Fig. 1: signal wires on met1
Scale: 2 px per µm. Supply wires on this layer in gray.
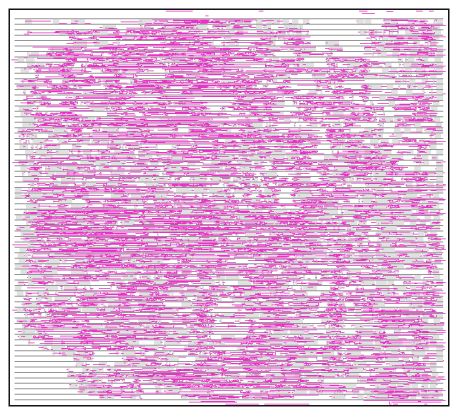
Fig. 2: metal 3
Scale: 1.5 px per µm.
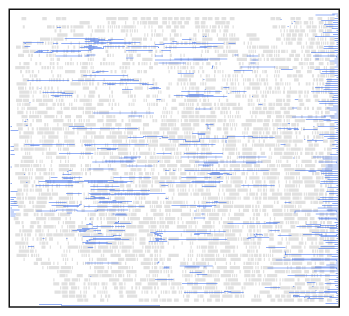
Fig. 3: met4 routing
Scale: 2 px per µm. Supply wires on this layer in gray.
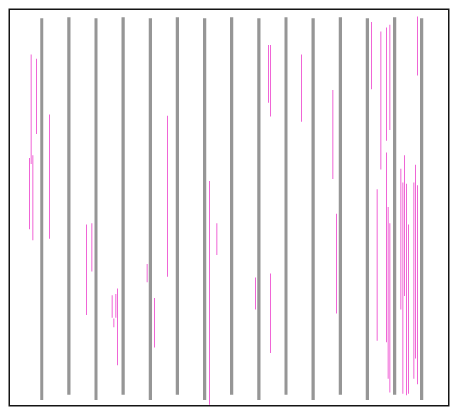
Fig. 4: wiring by layer
Scale: 2 px per µm. Two of the layers only.
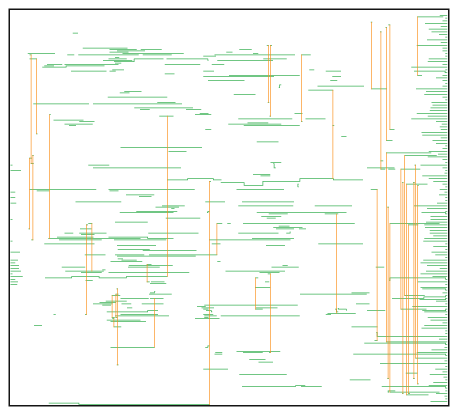
Fig. 5: routing congestion map
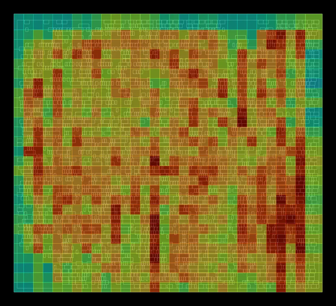
[src/rtl/pe_seq.sv]
// PE job sequencer: streams kernels and 5x5 windows from SRAM into the PE,
// then steps output channels and writes psums (optionally accumulated).
module pe_seq #(
  parameter int DATA_WIDTH = 32,
  parameter int ADDR_WIDTH = 18
) (
  input  logic                  clk,
  input  logic                  srstn,
  input  logic                  start,
  input  logic [4:0]            cfg_num_knls,
  input  logic [5:0]            cfg_ifmap_w,
  input  logic [5:0]            cfg_ifmap_h,
  input  logic [ADDR_WIDTH-1:0] cfg_knl_base,
  input  logic [ADDR_WIDTH-1:0] cfg_ifmap_base,
  input  logic [ADDR_WIDTH-1:0] cfg_ofmap_base,
  input  logic                  cfg_acc,
  output logic                  busy,
  output logic                  done,
  output logic                  src_rd_en,
  output logic [ADDR_WIDTH-1:0] src_addr,
  input  logic [DATA_WIDTH-1:0] src_rdata,
  output logic                  ofm_rd_en,
  output logic [ADDR_WIDTH-1:0] ofm_rd_addr,
  input  logic [DATA_WIDTH-1:0] ofm_rdata,
  output logic                  ofm_wr_en,
  output logic [ADDR_WIDTH-1:0] ofm_wr_addr,
  output logic [DATA_WIDTH-1:0] ofm_wr_data,
  output logic [DATA_WIDTH-1:0] pe_data_in,
  input  logic [DATA_WIDTH-1:0] pe_data_out,
  output logic                  en_ld_knl,
  output logic                  en_ld_ifmap,
  output logic                  disable_acc,
  output logic [5:0]            num_knls,
  output logic [4:0]            cnt_ofmap_chnl
);

  typedef enum logic [2:0] {
    IDLE, LD_KNL, LD_WIN, WAIT, COMP, DRAIN
  } state_t;

  state_t state;

  logic [4:0]            n_q;
  logic [5:0]            w_q, h_q;
  logic [ADDR_WIDTH-1:0] ib_q, ob_q;
  logic                  acc_q;
  logic [8:0]            kcnt;
  logic [2:0]            wrow, wcol;
  logic [5:0]            r, c;
  logic                  dcnt;
  logic                  p1_vld;
  logic [ADDR_WIDTH-1:0] p1_addr;

  logic [8:0]            knl_last;
  logic [5:0]            r_last, c_last, nr, nc;
  logic                  last_c, last_pos;
  logic [2:0]            nrow, ncol;
  logic [ADDR_WIDTH-1:0] ow, plane, wr_addr_c;

  assign knl_last  = 9'(n_q) * 9'd25 - 9'd1;
  assign r_last    = h_q - 6'd5;
  assign c_last    = w_q - 6'd5;
  assign last_c    = (c == c_last);
  assign last_pos  = last_c && (r == r_last);
  assign nc        = last_c ? 6'd0 : c + 6'd1;
  assign nr        = last_c ? r + 6'd1 : r;
  assign nrow      = (wrow == 3'd4) ? 3'd0 : wrow + 3'd1;
  assign ncol      = (wrow == 3'd4) ? wcol + 3'd1 : wcol;
  assign ow        = ADDR_WIDTH'(w_q - 6'd4);
  assign plane     = ADDR_WIDTH'(h_q - 6'd4) * ow;
  assign wr_addr_c = ob_q + ADDR_WIDTH'(cnt_ofmap_chnl) * plane
                   + ADDR_WIDTH'(r) * ow + ADDR_WIDTH'(c);

  function automatic logic [ADDR_WIDTH-1:0] waddr(
    input logic [5:0] pr,
    input logic [5:0] pc,
    input logic [2:0] row,
    input logic [2:0] col
  );
    return ib_q + (ADDR_WIDTH'(pr) + ADDR_WIDTH'(row)) * ADDR_WIDTH'(w_q)
         + ADDR_WIDTH'(pc) + ADDR_WIDTH'(col);
  endfunction

  // Returned psum feeds the PE only in the writeback cycle of an acc job
  assign pe_data_in = (ofm_wr_en && acc_q) ? ofm_rdata :
                      (en_ld_knl || en_ld_ifmap) ? src_rdata : '0;
  assign ofm_wr_data = ofm_wr_en ? pe_data_out : '0;

  always_ff @(posedge clk) begin
    if (!srstn) begin
      state          <= IDLE;
      busy           <= 1'b0;
      done           <= 1'b0;
      src_rd_en      <= 1'b0;
      src_addr       <= '0;
      ofm_rd_en      <= 1'b0;
      ofm_rd_addr    <= '0;
      ofm_wr_en      <= 1'b0;
      ofm_wr_addr    <= '0;
      en_ld_knl      <= 1'b0;
      en_ld_ifmap    <= 1'b0;
      disable_acc    <= 1'b1;
      num_knls       <= '0;
      cnt_ofmap_chnl <= '0;
      n_q            <= '0;
      w_q            <= '0;
      h_q            <= '0;
      ib_q           <= '0;
      ob_q           <= '0;
      acc_q          <= 1'b0;
      kcnt           <= '0;
      wrow           <= '0;
      wcol           <= '0;
      r              <= '0;
      c              <= '0;
      dcnt           <= 1'b0;
      p1_vld         <= 1'b0;
      p1_addr        <= '0;
    end else begin
      done        <= 1'b0;
      en_ld_knl   <= src_rd_en && (state == LD_KNL);
      en_ld_ifmap <= src_rd_en && (state == LD_WIN);
      p1_vld      <= (state == COMP);
      p1_addr     <= wr_addr_c;
      ofm_rd_en   <= (state == COMP) && acc_q;
      ofm_rd_addr <= ((state == COMP) && acc_q) ? wr_addr_c : '0;
      ofm_wr_en   <= p1_vld;
      ofm_wr_addr <= p1_vld ? p1_addr : '0;
      unique case (state)
        IDLE: begin
          if (start) begin
            n_q         <= cfg_num_knls;
            w_q         <= cfg_ifmap_w;
            h_q         <= cfg_ifmap_h;
            ib_q        <= cfg_ifmap_base;
            ob_q        <= cfg_ofmap_base;
            acc_q       <= cfg_acc;
            busy        <= 1'b1;
            disable_acc <= ~cfg_acc;
            num_knls    <= {1'b0, cfg_num_knls};
            src_rd_en   <= 1'b1;
            src_addr    <= cfg_knl_base;
            kcnt        <= '0;
            r           <= '0;
            c           <= '0;
            state       <= LD_KNL;
          end
        end
        LD_KNL: begin
          if (kcnt == knl_last) begin
            src_addr <= ib_q;
            wrow     <= '0;
            wcol     <= '0;
            state    <= LD_WIN;
          end else begin
            kcnt     <= kcnt + 9'd1;
            src_addr <= src_addr + 1'b1;
          end
        end
        LD_WIN: begin
          if (wrow == 3'd4 && wcol == 3'd4) begin
            src_rd_en <= 1'b0;
            src_addr  <= '0;
            state     <= WAIT;
          end else begin
            wrow     <= nrow;
            wcol     <= ncol;
            src_addr <= waddr(r, c, nrow, ncol);
          end
        end
        WAIT: begin
          cnt_ofmap_chnl <= '0;
          state          <= COMP;
        end
        COMP: begin
          if (cnt_ofmap_chnl == n_q - 5'd1) begin
            cnt_ofmap_chnl <= '0;
            dcnt           <= 1'b0;
            state          <= DRAIN;
          end else begin
            cnt_ofmap_chnl <= cnt_ofmap_chnl + 5'd1;
          end
        end
        DRAIN: begin
          if (!dcnt) begin
            dcnt <= 1'b1;
          end else if (last_pos) begin
            busy        <= 1'b0;
            done        <= 1'b1;
            disable_acc <= 1'b1;
            num_knls    <= '0;
            state       <= IDLE;
          end else begin
            r         <= nr;
            c         <= nc;
            wrow      <= '0;
            wcol      <= '0;
            src_rd_en <= 1'b1;
            src_addr  <= waddr(nr, nc, 3'd0, 3'd0);
            state     <= LD_WIN;
          end
        end
        default: state <= IDLE;
      endcase
    end
  end

endmodule

[config.mk]
export PLATFORM = sky130hd
export DESIGN_NAME = pe_seq
export DESIGN_NICKNAME = d
export VERILOG_FILES = /design/src/rtl/pe_seq.sv
export SDC_FILE = /design/constraint.sdc
export NUM_CORES = 1
export LEC_CHECK = 0
export ABC_AREA = 1
export CAP_MARGIN = 20
export CORE_ASPECT_RATIO = 0.9
export CORE_MARGIN = 2
export CORE_UTILIZATION = 50
export CTS_BUF_LIST = sky130_fd_sc_hd__clkbuf_8
export CTS_CLUSTER_DIAMETER = 80
export DETAILED_ROUTE_END_ITERATION = 8
export PLACE_DENSITY_LB_ADDON = 0.2
export SYNTH_ARGS = -nofsm -noshare
export SYNTH_HDL_FRONTEND = slang
export SYNTH_SLANG_ARGS = --single-unit
[constraint.sdc]
create_clock -name clk -period 12.2 [get_ports clk]
set_clock_uncertainty 0.15 [all_clocks]
set_input_delay 1.83 -clock clk [delete_from_list [all_inputs] [get_ports clk]]
set_output_delay 1.83 -clock clk [all_outputs]
set_load 0.03 [all_outputs]
==> impl_metrics.py <==
# Physical implementation metrics
metrics = {
    "route": {
        "wl_um": 66600,
    },
    "layout": {
        "drive_above_1_share": 0.0270,
        "fill_cells": 3869,
        "final_cells": 3732,
    },
    "yosys": {
        "simple_gate_area_frac": 0.236,
        "numSynthFlops": 176,
        "flop_cell": "dfxtp_1",
        "ys_seq_share": 0.169,
        "floorplan.nets": 3535,
    },
    "global_route": {
        "grt_start_max_net_pins": 67,
        "track_usage": 0.309,
    },
    "outcome": {
        "status": "finished clean",
    },
    "cts": {
        "post_cts_resized": 0,
        "htree_levels": 4,
    },
    "worst_setup_path": {
        "slowest_delay_ns": 0.92,
        "cp-end-kind": "register",
    },
    "timing": {
        "fin_setup_tns_ns": 0,
        "hold_viol_final": 0,
        "period_used_share": 0.812,
    },
    "floorplan": {
        "fp.dieH_um": 198,
    },
}
Notes on Fig. 1 above:
nets with wire on the layer: 3,500
longest straight run: 62.6 µm
main direction: horizontal

Notes on Fig. 2 above:
longest straight run: 65.3 µm
wire length on this layer: 4,610 µm
share of all routed wire: 6.9%

Notes on Fig. 3 above:
longest straight run: 112 µm
share of all routed wire: 3.2%

Notes on Fig. 4 above:
[orange] M4 | wire length: 2,160 µm
[green] M3 | wire length: 4,610 µm

Notes on Fig. 5 above:
met3 Use GR: 0.0388
grt met2 use: 0.509
M1 GR Usage: 0.418

-- layer usage --
metal / GRT usage / wire, µm / vias up
met5: 0 / 0 / -
met4: 0.111 / 2160 / 0
li1: - / - / 9498
met2: 0.509 / 30600 / 692
met1: 0.418 / 29200 / 9234
met3: 0.0388 / 4610 / 87
-- cell usage in the layout (no fill, tap or decap), drive strengths merged, types with 2 or more instances in the layout --
master         instances
inv                  612
nand2                601
nor2                 347
clkdlybuf4s50        306
ha                   221
fa                   208
a21oi                193
dfxtp                176
nand3                170
o21ai                 95
xor2                  72
xnor2                 35
nand4                 31
nor3                  18
clkbuf                17
nand3b                12
buf                    9
a211oi                 9
clkinv                 9
o21bai                 7
or2                    7
a31oi                  6
o211ai                 6
a21o                   6
diode                  5
nor4                   2
o21a                   2
o22ai                  2
a221oi                 2
-- worst reg2reg max path, delay by kind of cell, from the launching register on --
kind,cells,cell delay (ns)
buffers and inverters,8,1.04
AOI/OAI and AO/OA,5,0.86
adders and majority gates,11,5.14
xor gates and xnor gates,2,0.58
DFF,1,0.92
and+or+nand+nor,12,1.12
-- area by class of cell --
cell class,count,area share
Tap cell,540,0.0274
Inverter,606,0.0922
Sequential cell,176,0.143
Clock inverter,15,0.00917
Antenna cell,5,0.000507
Multi-Input combinational cell,2058,0.591
Clock buffer,17,0.00947
Timing Repair Buffer,315,0.128
